--- src/rtl/wave_pkg.sv ---
// Shared constants, state encoding and phase-increment clamp for the wave table player.
// Latency: none (declarations and a pure function only).
// Backpressure: not applicable.
package wave_pkg;

  localparam int BITWIDTH = 9;
  localparam int DEPTH    = 360;
  localparam int FRAC_W   = 8;
  localparam int IDX_W    = $clog2(DEPTH);
  localparam int PHASE_W  = IDX_W + FRAC_W;
  localparam int FREQ_W   = 9 + FRAC_W;
  localparam int FIDX_W   = FREQ_W - FRAC_W;

  typedef enum logic [1:0] {
    LOAD  = 2'd0,
    READY = 2'd1,
    PLAY  = 2'd2
  } state_t;

  // Limit the integer part of the increment to DEPTH-1 so one wrap subtraction always suffices.
  function automatic logic [FREQ_W-1:0] clamp_freq(input logic [FREQ_W-1:0] fw);
    logic [FIDX_W-1:0] idx;
    idx = fw[FREQ_W-1:FRAC_W];
    if (idx >= FIDX_W'(DEPTH)) begin
      idx = FIDX_W'(DEPTH - 1);
    end
    return {idx, fw[FRAC_W-1:0]};
  endfunction

endpackage

--- src/rtl/wave_ram.sv ---
// Waveform storage: one write port, one registered read port, DEPTH x BITWIDTH.
// Latency: read data appears 1 clock after rd_en.
// Backpressure: none; every enabled access completes in its cycle.
module wave_ram #(
  parameter int W  = 9,
  parameter int D  = 360,
  parameter int AW = 9
) (
  input  logic          clk,
  input  logic          wr_en,
  input  logic [AW-1:0] wr_addr,
  input  logic [W-1:0]  wr_dat,
  input  logic          rd_en,
  input  logic [AW-1:0] rd_addr,
  output logic [W-1:0]  rd_dat
);

  logic [W-1:0] mem [D];
  logic [W-1:0] rd_dat_q;

  // Plain write/registered-read template so the array maps onto block RAM.
  always_ff @(posedge clk) begin
    if (wr_en) begin
      mem[wr_addr] <= wr_dat;
    end
    if (rd_en) begin
      rd_dat_q <= mem[rd_addr];
    end
  end

  assign rd_dat = rd_dat_q;

endmodule

--- src/rtl/wave_table_player.sv ---
// Loads a waveform table from the initializer stream, then replays it via a DDS phase accumulator.
// Latency: out_v strobes 2 clocks after each prescaled tick; loaded rises the cycle after the last write.
// Backpressure: none; writes after the table is full are dropped and flagged on load_err.
// Optional PWM output stage is built when WAVE_PLAYER_PWM_EN is defined.
module wave_table_player
  import wave_pkg::*;
#(
  parameter int DIV = 16
) (
  input  logic                clk,
  input  logic                rst,
  input  logic [BITWIDTH-1:0] in_data,
  input  logic                in_v,
  input  logic                in_done,
  input  logic                run,
  input  logic [FREQ_W-1:0]   freq_word,
  output logic [BITWIDTH-1:0] out_data,
  output logic                out_v,
  output logic                loaded,
  output logic                load_err
`ifdef WAVE_PLAYER_PWM_EN
  ,
  output logic                pwm_out
`endif
);

  localparam int CNT_W = $clog2(DIV);
  localparam int SUM_W = PHASE_W + 1;
  localparam logic [SUM_W-1:0] WRAP = SUM_W'(DEPTH) << FRAC_W;

  state_t               state_q, state_d;
  logic [IDX_W-1:0]     wr_addr_q, wr_addr_d;
  logic [PHASE_W-1:0]   phase_q, phase_d;
  logic [CNT_W-1:0]     cnt_q, cnt_d;
  logic                 rd_pend_q, rd_pend_d;
  logic [BITWIDTH-1:0]  out_data_q, out_data_d;
  logic                 out_v_q, out_v_d;
  logic                 loaded_q, loaded_d;
  logic                 load_err_q, load_err_d;

  logic                 tick;
  logic                 wr_en;
  logic [SUM_W-1:0]     phase_sum;
  logic [BITWIDTH-1:0]  ram_dat;

  assign tick      = (state_q == PLAY) && (cnt_q == CNT_W'(DIV - 1));
  assign wr_en     = (state_q == LOAD) && in_v;
  assign phase_sum = SUM_W'(phase_q) + SUM_W'(clamp_freq(freq_word));

  // The read address is the phase index at the tick, so the first sample played is the current entry.
  wave_ram #(
    .W  (BITWIDTH),
    .D  (DEPTH),
    .AW (IDX_W)
  ) u_ram (
    .clk     (clk),
    .wr_en   (wr_en),
    .wr_addr (wr_addr_q),
    .wr_dat  (in_data),
    .rd_en   (tick),
    .rd_addr (phase_q[PHASE_W-1:FRAC_W]),
    .rd_dat  (ram_dat)
  );

  // Next-state logic for the load/ready/play sequencer, accumulator and output register.
  always_comb begin
    state_d    = state_q;
    wr_addr_d  = wr_addr_q;
    phase_d    = phase_q;
    cnt_d      = cnt_q;
    loaded_d   = loaded_q;
    load_err_d = load_err_q;
    rd_pend_d  = tick;
    out_v_d    = rd_pend_q;
    out_data_d = rd_pend_q ? ram_dat : out_data_q;
    case (state_q)
      LOAD: begin
        if (in_v) begin
          wr_addr_d = wr_addr_q + IDX_W'(1);
          if (wr_addr_q == IDX_W'(DEPTH - 1)) begin
            state_d  = READY;
            loaded_d = 1'b1;
          end
        end else if (in_done) begin
          // Producer claims completion but the table is still short.
          load_err_d = 1'b1;
        end
      end
      READY: begin
        if (in_v) load_err_d = 1'b1;
        if (run)  state_d    = PLAY;
      end
      PLAY: begin
        if (in_v) load_err_d = 1'b1;
        cnt_d = tick ? '0 : cnt_q + CNT_W'(1);
        if (tick) begin
          phase_d = (phase_sum >= WRAP) ? PHASE_W'(phase_sum - WRAP) : PHASE_W'(phase_sum);
        end
        if (!run) state_d = READY;
      end
      default: state_d = LOAD;
    endcase
  end

  // State registers with synchronous reset back to an empty table.
  always_ff @(posedge clk) begin
    if (rst) begin
      state_q    <= LOAD;
      wr_addr_q  <= '0;
      phase_q    <= '0;
      cnt_q      <= '0;
      rd_pend_q  <= 1'b0;
      out_data_q <= '0;
      out_v_q    <= 1'b0;
      loaded_q   <= 1'b0;
      load_err_q <= 1'b0;
    end else begin
      state_q    <= state_d;
      wr_addr_q  <= wr_addr_d;
      phase_q    <= phase_d;
      cnt_q      <= cnt_d;
      rd_pend_q  <= rd_pend_d;
      out_data_q <= out_data_d;
      out_v_q    <= out_v_d;
      loaded_q   <= loaded_d;
      load_err_q <= load_err_d;
    end
  end

  assign out_data = out_data_q;
  assign out_v    = out_v_q;
  assign loaded   = loaded_q;
  assign load_err = load_err_q;

`ifdef WAVE_PLAYER_PWM_EN
  logic [BITWIDTH-1:0] pwm_cnt_q, pwm_cnt_d;
  logic [BITWIDTH-1:0] cmp_q, cmp_d;
  logic                pwm_q, pwm_d;

  // Compare value only changes at counter wrap so each PWM period is glitch-free.
  always_comb begin
    pwm_cnt_d = pwm_cnt_q + BITWIDTH'(1);
    cmp_d     = (pwm_cnt_q == '1) ? out_data_q : cmp_q;
    pwm_d     = (pwm_cnt_q < cmp_q);
  end

  // Free-running PWM counter, compare latch and output flop.
  always_ff @(posedge clk) begin
    if (rst) begin
      pwm_cnt_q <= '0;
      cmp_q     <= '0;
      pwm_q     <= 1'b0;
    end else begin
      pwm_cnt_q <= pwm_cnt_d;
      cmp_q     <= cmp_d;
      pwm_q     <= pwm_d;
    end
  end

  assign pwm_out = pwm_q;
`endif

endmodule
--- config.mk ---
export PLATFORM = sky130hd
export DESIGN_NAME = wave_table_player
export DESIGN_NICKNAME = d
export VERILOG_FILES = /design/src/rtl/wave_pkg.sv /design/src/rtl/wave_ram.sv /design/src/rtl/wave_table_player.sv
export SDC_FILE = /design/constraint.sdc
export NUM_CORES = 2
export LEC_CHECK = 0
export CORE_MARGIN = 3
export CORE_UTILIZATION = 25
export CTS_BUF_LIST = sky130_fd_sc_hd__clkbuf_2
export DETAILED_ROUTE_END_ITERATION = 8
export HOLD_SLACK_MARGIN = 0.02
export PLACE_DENSITY = 0.38
export REMOVE_ABC_BUFFERS = 1
export SYNTH_ARGS = -nofsm -noshare
export SYNTH_HDL_FRONTEND = slang
export SYNTH_SLANG_ARGS = --single-unit
--- constraint.sdc ---
create_clock -name clk -period 5.6 [get_ports clk]
set_clock_uncertainty 0.2 [all_clocks]
set_input_delay 1.68 -clock clk [delete_from_list [all_inputs] [get_ports clk]]
set_output_delay 1.68 -clock clk [all_outputs]
set_load 0.03 [all_outputs]
### Wiring by layer

Scale: 1 px per µm. Only two layers are drawn.
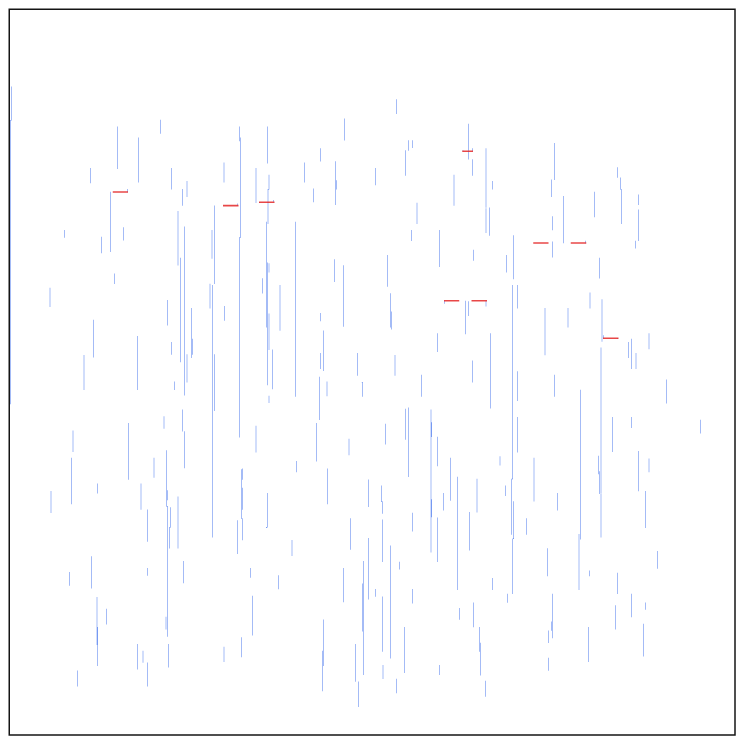
Key: red = metal 5 [wire length 120 µm]; blue = metal 4 [wire length 8540 µm]
Post-Route WL: 416000 µm
GRT Total Usage: 15.6%
via count: 67700
Wirelength per Cell: 27.9 µm

### Placement view

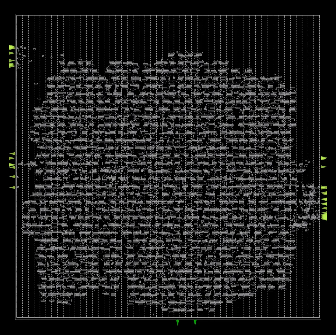
tap cells: 6890
Rows: 263

### Wires at chosen ports, followed through buffers

Scale: 1 px per µm.
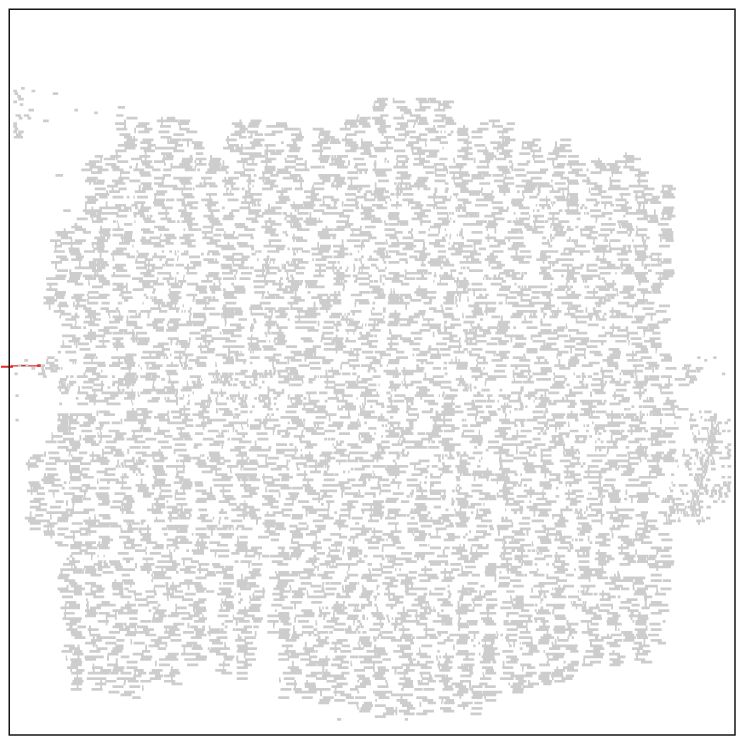
Key: red = in_done [direction input, end cells 1, buffers 2, wire 21.8 µm]
I/O pins: 43
Port Buf Inserts: 42

==> summary.txt <==
flow finished, numbers: status complete, no violations, Synth Instances between 6000 and 7000, M1 WL approximately 190000 µm, Finished Layout Cells between 10000 and 15000, post-cts sizing count 18, Reg power frac roughly 60%, logic share of the area between 10% and 20%, number of max-cap violations 0, Core Util, Final between 20% and 30%, root buf cell clkbuf_2, most instantiated logic cells after routing 3249 x edfxtp_1, 1284 x clkbuf_2, 836 x mux4_2, 622 x buf_4, 439 x nor2_1, Non-clock inverters 20, Worst path slowest cell dfxtp_4, RSZ-0062 raised after global routing no, Area leader share between 70% and 80%, most used logic cell in the final layout edfxtp_1, CLK BUF ~1300, clk tree area frac roughly 5.3%, Initial Util roughly 25%, CTS tree built, Least-Margin Pin Slew about 1.3 ns, DP Area 0.142 mm², Post-synth ARST share 0%, flop count roughly 3300, post-synthesis cell count from yosys around 6100, Slew headroom a little over a tenth, slowest stage delay, CP 0.99 ns, highest routed metal layer met5, largest net degree at the start of global routing about 140, buffering overhead under 10%, Biggest Area Class flip-flops and latches, share of cells above drive strength 1 about 37%, count of tool warnings between 50 and 60, vias per cell 4.54, 1st-iter DRT viols around 6300, P_int between 30 and 40 mW, Seq area share around 65%, Cell Pwr Density between 300 and 400 mW/mm², layout buffer count excluding clock buffers between 700 and 800, switch share between 20% and 30%, Finished Cell Area approximately 0.15 mm², clk_lat worst skew roughly 2.3 ns, CP Data Arrival Time between 6 and 7 ns, die y size approximately 720 µm, DRC 0, CTS Buf Count between 800 and 900, final setup margin 0.489 ns, core area roughly 0.5 mm², Hold Path Class reg -> reg, dpl hpwl between 200000 and 300000 µm, Worst EP required a little over 7 ns, final setup vio count 0
## cells in the mapped netlist (8+ instances only)
cell type / instances
o21ai_0: 29
mux2i_1: 263
inv_1: 17
buf_6: 52
nor3_1: 28
buf_1: 36
a211oi_1: 40
a21oi_1: 88
a21o_1: 17
mux4_2: 836
o221ai_1: 80
a31oi_1: 30
and3_1: 15
nor2b_1: 26
o211ai_1: 11
nand2b_1: 13
and2_1: 9
nand2_1: 182
clkbuf_1: 162
buf_4: 37
xnor2_1: 11
edfxtp_1: 3249
ha_1: 26
xor2_1: 8
buf_2: 85
nand3_1: 28
dfxtp_1: 45
nor2_1: 440
or3_1: 11
o22ai_1: 55
## final timing paths
check                            startpoint  depth (start not counted)  slack [ns]                         to
setup / recovery    phase_q[9]$_SDFFE_PP0P_                         10        0.49  u_ram.rd_dat[6]$_DFFE_PP_
hold / removal    u_ram.rd_dat[6]$_DFFE_PP_                          2        0.20   out_data[6]$_SDFFE_PP0P_
setup reg to reg    phase_q[9]$_SDFFE_PP0P_                         10        0.49  u_ram.rd_dat[6]$_DFFE_PP_
hold reg to reg   u_ram.rd_dat[6]$_DFFE_PP_                          2        0.20   out_data[6]$_SDFFE_PP0P_
## kinds of logic (layout without fill, tap and decap cells)
family / after synthesis / in the layout / share of synthesized area, %
buf+inv: 394 / 2338 / 1.66
simple gates: 786 / 786 / 2.57
mux: 1106 / 1106 / 16.7
other cells: 0 / 22 / 0
flops: 3294 / 3294 / 76.3
xor+xnor: 19 / 19 / 0.129
compound gates: 426 / 426 / 2.33
fa+ha+maj: 27 / 27 / 0.268
## per-layer routing
metal,global-route usage (%),up-vias
met1,21.8,36400
li1,-,28400
met5,0,-
met3,2.74,613
met2,25.0,2275
met4,4.04,18
Power and IR drop assume default switching activity.
